### src/rtl/card_brush_if.sv
// Card-feed handshake bundle: card load port toward the sequencer, brush/index/column
// outputs toward the es24 counter.
interface card_brush_if #(
  parameter int unsigned COLS = 80
) ();
  logic            load_we;
  logic [3:0]      load_row;
  logic [COLS-1:0] load_data;
  logic            load_go;
  logic            ready;
  logic            brush;
  logic [15:0]     pulses;
  logic [COLS-1:0] columns;
  logic            card_done;

  modport master (
    output load_we, load_row, load_data, load_go,
    input  ready, brush, pulses, columns, card_done
  );

  modport slave (
    input  load_we, load_row, load_data, load_go,
    output ready, brush, pulses, columns, card_done
  );
endinterface

### src/rtl/card_brush_sequencer.sv
// Holds one 12-row card image and scans it past brush stations 1 and 2, emitting the
// 16-slot index-pulse set and the row under the active brush.
module card_brush_sequencer #(
  parameter int unsigned COLS     = 80,
  parameter int unsigned DIV_LOG2 = 6
) (
  input logic         inclk,
  input logic         reset,
  card_brush_if.slave bus
);

  localparam int unsigned Div = 1 << DIV_LOG2;
  localparam int unsigned PW  = (DIV_LOG2 > 0) ? DIV_LOG2 : 1;
  localparam logic [PW-1:0] PreMax  = PW'(Div - 1);
  localparam logic [PW-1:0] PreHalf = PW'(Div / 2);

  typedef enum logic [1:0] {StIdle, StBr1, StBr2, StDone} state_e;

  state_e          state_q, state_d;
  logic [PW-1:0]   pre_q, pre_d;
  logic [3:0]      slot_q, slot_d;
  logic [COLS-1:0] rows_q [0:11];

  logic            ready_q, brush_q, done_q;
  logic [15:0]     pulses_q, pulse_d;
  logic [COLS-1:0] columns_q, col_d;

  logic            wrap;
  logic            has_pulse, has_row;
  logic [3:0]      pidx, row_idx;

  always_comb begin
    state_d = state_q;
    pre_d   = pre_q;
    slot_d  = slot_q;
    wrap    = (pre_q == PreMax);
    unique case (state_q)
      StIdle: begin
        if (bus.load_go) begin
          state_d = StBr1;
          pre_d   = '0;
          slot_d  = '0;
        end
      end
      StBr1, StBr2: begin
        pre_d = wrap ? '0 : pre_q + 1'b1;
        if (wrap) begin
          slot_d = slot_q + 4'd1;
          if (slot_q == 4'd15) state_d = (state_q == StBr1) ? StBr2 : StDone;
        end
      end
      StDone:  state_d = StIdle;
      default: state_d = StIdle;
    endcase
  end

  // Outputs are decoded from next state so the registered copies line up with the state.
  always_comb begin
    pulse_d   = '0;
    col_d     = '0;
    has_pulse = 1'b0;
    has_row   = 1'b0;
    pidx      = '0;
    row_idx   = '0;
    if (state_d == StBr1 || state_d == StBr2) begin
      if (slot_d >= 4'd1 && slot_d <= 4'd10) begin
        has_pulse = 1'b1;
        has_row   = 1'b1;
        pidx      = 4'd10 - slot_d;
        row_idx   = 4'd10 - slot_d;
      end else if (slot_d == 4'd11) begin
        has_pulse = 1'b1;
        has_row   = 1'b1;
        pidx      = 4'd11;
        row_idx   = 4'd10;
      end else if (slot_d == 4'd12) begin
        has_pulse = 1'b1;
        has_row   = 1'b1;
        pidx      = 4'd12;
        row_idx   = 4'd11;
      end else if (slot_d >= 4'd13) begin
        has_pulse = 1'b1;
        pidx      = slot_d;
      end
      if (has_pulse) pulse_d[pidx] = (pre_d >= PreHalf);
      if (has_row) col_d = rows_q[row_idx];
    end
  end

  always_ff @(posedge inclk) begin
    if (!reset) begin
      state_q   <= StIdle;
      pre_q     <= '0;
      slot_q    <= '0;
      for (int i = 0; i < 12; i++) rows_q[i] <= '0;
      ready_q   <= 1'b1;
      brush_q   <= 1'b0;
      done_q    <= 1'b0;
      pulses_q  <= '0;
      columns_q <= '0;
    end else begin
      state_q   <= state_d;
      pre_q     <= pre_d;
      slot_q    <= slot_d;
      if (state_q == StIdle && bus.load_we && bus.load_row <= 4'd11) begin
        rows_q[bus.load_row] <= bus.load_data;
      end
      ready_q   <= (state_d == StIdle);
      brush_q   <= (state_d == StBr2);
      done_q    <= (state_d == StDone);
      pulses_q  <= pulse_d;
      columns_q <= col_d;
    end
  end

  assign bus.ready     = ready_q;
  assign bus.brush     = brush_q;
  assign bus.pulses    = pulses_q;
  assign bus.columns   = columns_q;
  assign bus.card_done = done_q;

endmodule

### src/flat_wrapper.sv
// flat-port wrapper written by rule: the top's interface ports become plain ports
module card_brush_sequencer_flat 
#(
  parameter int unsigned COLS     = 80,
  parameter int unsigned DIV_LOG2 = 6
)
  (inclk, reset, bus_load_we, bus_load_row, bus_load_data, bus_load_go, bus_ready, bus_brush, bus_pulses, bus_columns, bus_card_done);
  card_brush_if #(.COLS(COLS)) bus_i ();
  input logic inclk;
  input logic reset;
  input wire logic [$bits(bus_i.load_we)-1:0] bus_load_we;
  input wire logic [$bits(bus_i.load_row)-1:0] bus_load_row;
  input wire logic [$bits(bus_i.load_data)-1:0] bus_load_data;
  input wire logic [$bits(bus_i.load_go)-1:0] bus_load_go;
  output wire logic [$bits(bus_i.ready)-1:0] bus_ready;
  output wire logic [$bits(bus_i.brush)-1:0] bus_brush;
  output wire logic [$bits(bus_i.pulses)-1:0] bus_pulses;
  output wire logic [$bits(bus_i.columns)-1:0] bus_columns;
  output wire logic [$bits(bus_i.card_done)-1:0] bus_card_done;
  assign bus_i.load_we = bus_load_we;
  assign bus_i.load_row = bus_load_row;
  assign bus_i.load_data = bus_load_data;
  assign bus_i.load_go = bus_load_go;
  assign bus_ready = bus_i.ready;
  assign bus_brush = bus_i.brush;
  assign bus_pulses = bus_i.pulses;
  assign bus_columns = bus_i.columns;
  assign bus_card_done = bus_i.card_done;
  card_brush_sequencer #(.COLS(COLS), .DIV_LOG2(DIV_LOG2)) u_core (.inclk(inclk), .reset(reset), .bus(bus_i));
endmodule
### config.mk
export PLATFORM = sky130hd
export DESIGN_NAME = card_brush_sequencer_flat
export DESIGN_NICKNAME = d
export VERILOG_FILES = /design/src/rtl/card_brush_if.sv /design/src/rtl/card_brush_sequencer.sv /design/src/flat_wrapper.sv
export SDC_FILE = /design/constraint.sdc
export NUM_CORES = 2
export LEC_CHECK = 0
export CAP_MARGIN = 20
export CORE_UTILIZATION = 60
export CTS_CLUSTER_DIAMETER = 120
export DETAILED_ROUTE_END_ITERATION = 16
export MAX_ROUTING_LAYER = met4
export PLACE_DENSITY = 0.78
export SKIP_LAST_GASP = 1
export SYNTH_ARGS = -nofsm -noshare
export SYNTH_HDL_FRONTEND = slang
export SYNTH_SLANG_ARGS = --single-unit
export TNS_END_PERCENT = 5
### constraint.sdc
create_clock -name inclk -period 11.5 [get_ports inclk]
set_input_delay 2.3 -clock inclk [delete_from_list [all_inputs] [get_ports inclk]]
set_output_delay 2.3 -clock inclk [all_outputs]
set_load 0.01 [all_outputs]
Figure 1. Layout detail.
Window x 229 to 249, y 229 to 249 µm. Cells in gray, sequential cells in the stronger gray; small squares are vias.
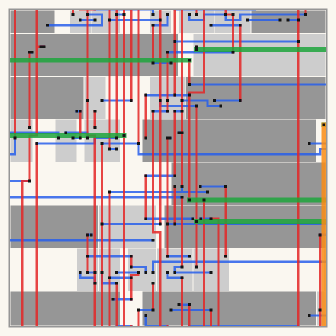
- M3: green
- M1: blue
- M2: red
- M4: orange
- cells with their middle in the window: 25
- most frequent: edfxtp_1 (8), and2_1 (6), nand2_1 (6)
- sequential cells in the window: 8
- netlist names of flops here include: u_core.rows_q (8)

Figure 2. Pin map.
Scale bar: 100 µm. Pins as bars across the die edge, other pins in gray.
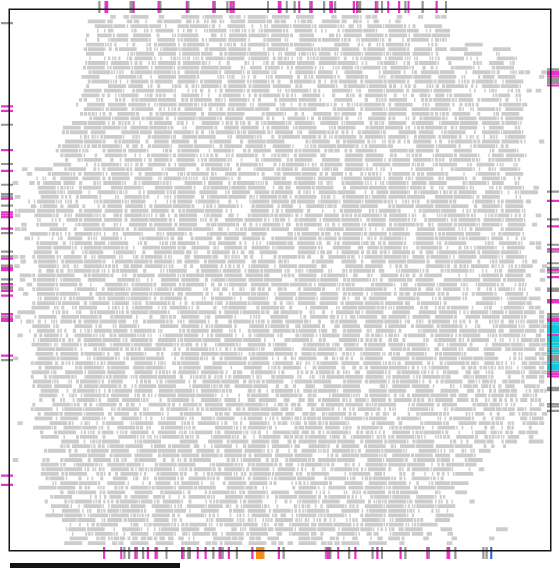
- bus_card_done: blue (pins 1; direction output; edge bottom)
- bus_load_row: orange (pins 4; direction input; edge bottom)
- bus_load_data: magenta (pins 80; direction input; edge 21 top, 21 left, 21 bottom, 17 right)
- bus_pulses: cyan (pins 16; direction output; edge right)
- all pins by edge: 57 right, 51 bottom, 42 top, 37 left

Figure 3. Cell sizes after repair.
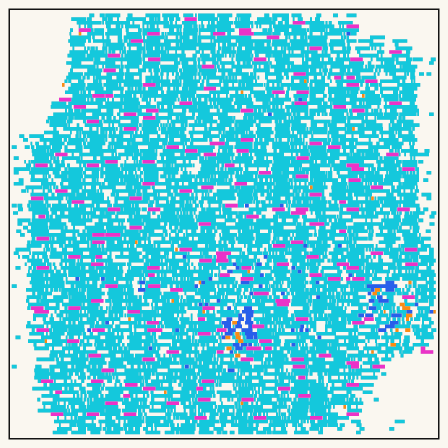
- x1 and smaller: cyan (cells 5267)
- x2: orange (cells 39)
- x6 and larger: magenta (cells 185)
- x3 and x4: blue (cells 98)

Figure 4. Cell area per tile.
The die is cut into 32 by 32 equal tiles; white is low, dark blue is high, 0 to 100% covered.
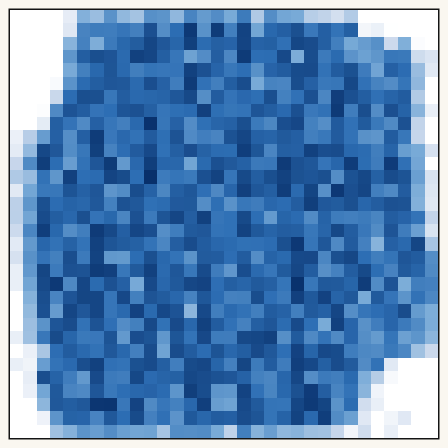
- fullest tile: 100%
- tiles over 75% full: 48%
- mean over tiles: 66%

==> results_dict.tcl <==
# metrics dict for downstream scripts
set metrics [dict create \
    synth-area-yosys_um2 60000 \
    logic_family "simple AND/OR/NAND/NOR gates" \
    worstHoldEndpoint "u_core.pre_q[3]$_SDFF_PN0_" \
    swShare_pct 20.7 \
    synth_seq_share_pct 67.8 \
    reg2reg_from "u_core.pre_q[0]$_SDFF_PN0_" \
    startpoint "bus_load_go" \
    top_area_cell "edfxtp_1" \
    clk_latency_ns 0.75 \
    grt_pass1_vias 39300 \
    cts-resized-gates 0 \
    worstPathArrival_ns 7.54 \
    chipHeight_um 318 \
    maxCapViolations 0 \
    hold_slack_ns 0.542 \
    fillers 6841 \
    comb_area_um2 18800 \
    rsz0062_at_grt "false" \
    lay_top_cells "1304 x nand2_1, 1280 x edfxtp_1, 970 x and2_1, 442 x nand3_1, 320 x conb_1" \
    top_cell "nand2_1" \
    io_buffer_count 186 \
    crit_cells 18 \
    cts_tree "yes" \
    fin_crit_sh_pct 59.8 \
    setup-violations-final 0 \
    ff2ff_setup_slack_ns 5.58 \
    min_period_ns 6.88 \
    hp-class "reg2reg" \
    stdcell_count 6888 \
    antenna_found_initial 11 \
    clock-sinks 1391 \
    hp-start "u_core.pre_q[3]$_SDFF_PN0_" \
    yosys.area_share.aoi_pct 4.48 \
    vias 40900 \
    met3_usage_pct 5.55 \
    wl_met1_um 59900 \
    tightest_slew_ns 1.20 \
    ys_warn_count 0 \
    power.density_nw_per_um2 158 \
    largest_reg_flops 1280 \
    crit_chain "clkdlybuf4s50_1, nor2b_1, or2_2, nand2_1, and2_1, inv_1, ha_1, nand2b_1, and4b_1, o21ai_2, buf_4, nand3_4, buf_4, buf_4, nand2_1, a31oi_1, a21boi_1, o211ai_1" \
    antenna_left 0 \
    top_usage_layer "met2" \
    power_uw 10800 \
    worstRegToRegCells 17 \
    critPathLaunchType "input pin" \
    lay_top_count "nand2_1" \
    max-vdd-ir-drop_mv 0.117 \
    dp_cells 6614 \
    p_int_uw 8560 \
    io_pins 187 \
    slew-limit-headroom_pct 20.1 \
    cts_root_buf "clkbuf_16" \
    drc 0 \
    ys_sh_simple_pct 23.9 \
    crit_slowest_cell "buf_4" \
    drt-total-wl_um 157000 \
    drv_slew 0 \
    p_sw_uw 2230 \
    crit_required_ns 12.16 \
    cp_top_family "buffers and inverters" \
    status "finished, final reports clean" \
    use_met1_pct 42.2 \
    cp_common_cell "buf_4" \
    cp_slowest_stage_delay_ns 0.80 \
    h-tree-depth 4 \
    top_area_share_pct 64.1 \
    p_seq_share_pct 54.0 \
    mux_area_share_pct 0.286 \
    cts_inserted_buffers 143 \
    detailed_place_hpwl_um 77300 \
    grt_max_degree 228 \
    crit_buf_inv 5 \
    wire_per_inst_um 22.9 \
    synth-async-reset-ratio_pct 0 \
    cp-end-kind "flop" \
]
power by group through the flow:
stage / Sequential (µW) / Combinational [µW] / Clock [µW]
6_report: 5820 / 359 / 4610
5_1_grt: 5840 / 389 / 4840
4_1_cts: 5820 / 352 / 4630
3_5_place_dp: 5920 / 350 / 0
3_3_place_gp: 5910 / 341 / 0
2_1_floorplan: 5930 / 189 / 0
area by class of cell:
| type | count | share of cell area [%] |
|---|---|---|
| clock inverter | 68 | 0.915 |
| multi-input combinational | 3662 | 27.5 |
| inverter | 25 | 0.137 |
| tap | 1287 | 2.36 |
| timing repair buffer | 249 | 3.51 |
| antenna | 12 | 0.0440 |
| clock buffer | 194 | 5.93 |
| sequential | 1391 | 59.6 |
Power figures rest on the tool's default switching activity, not on a simulated workload.
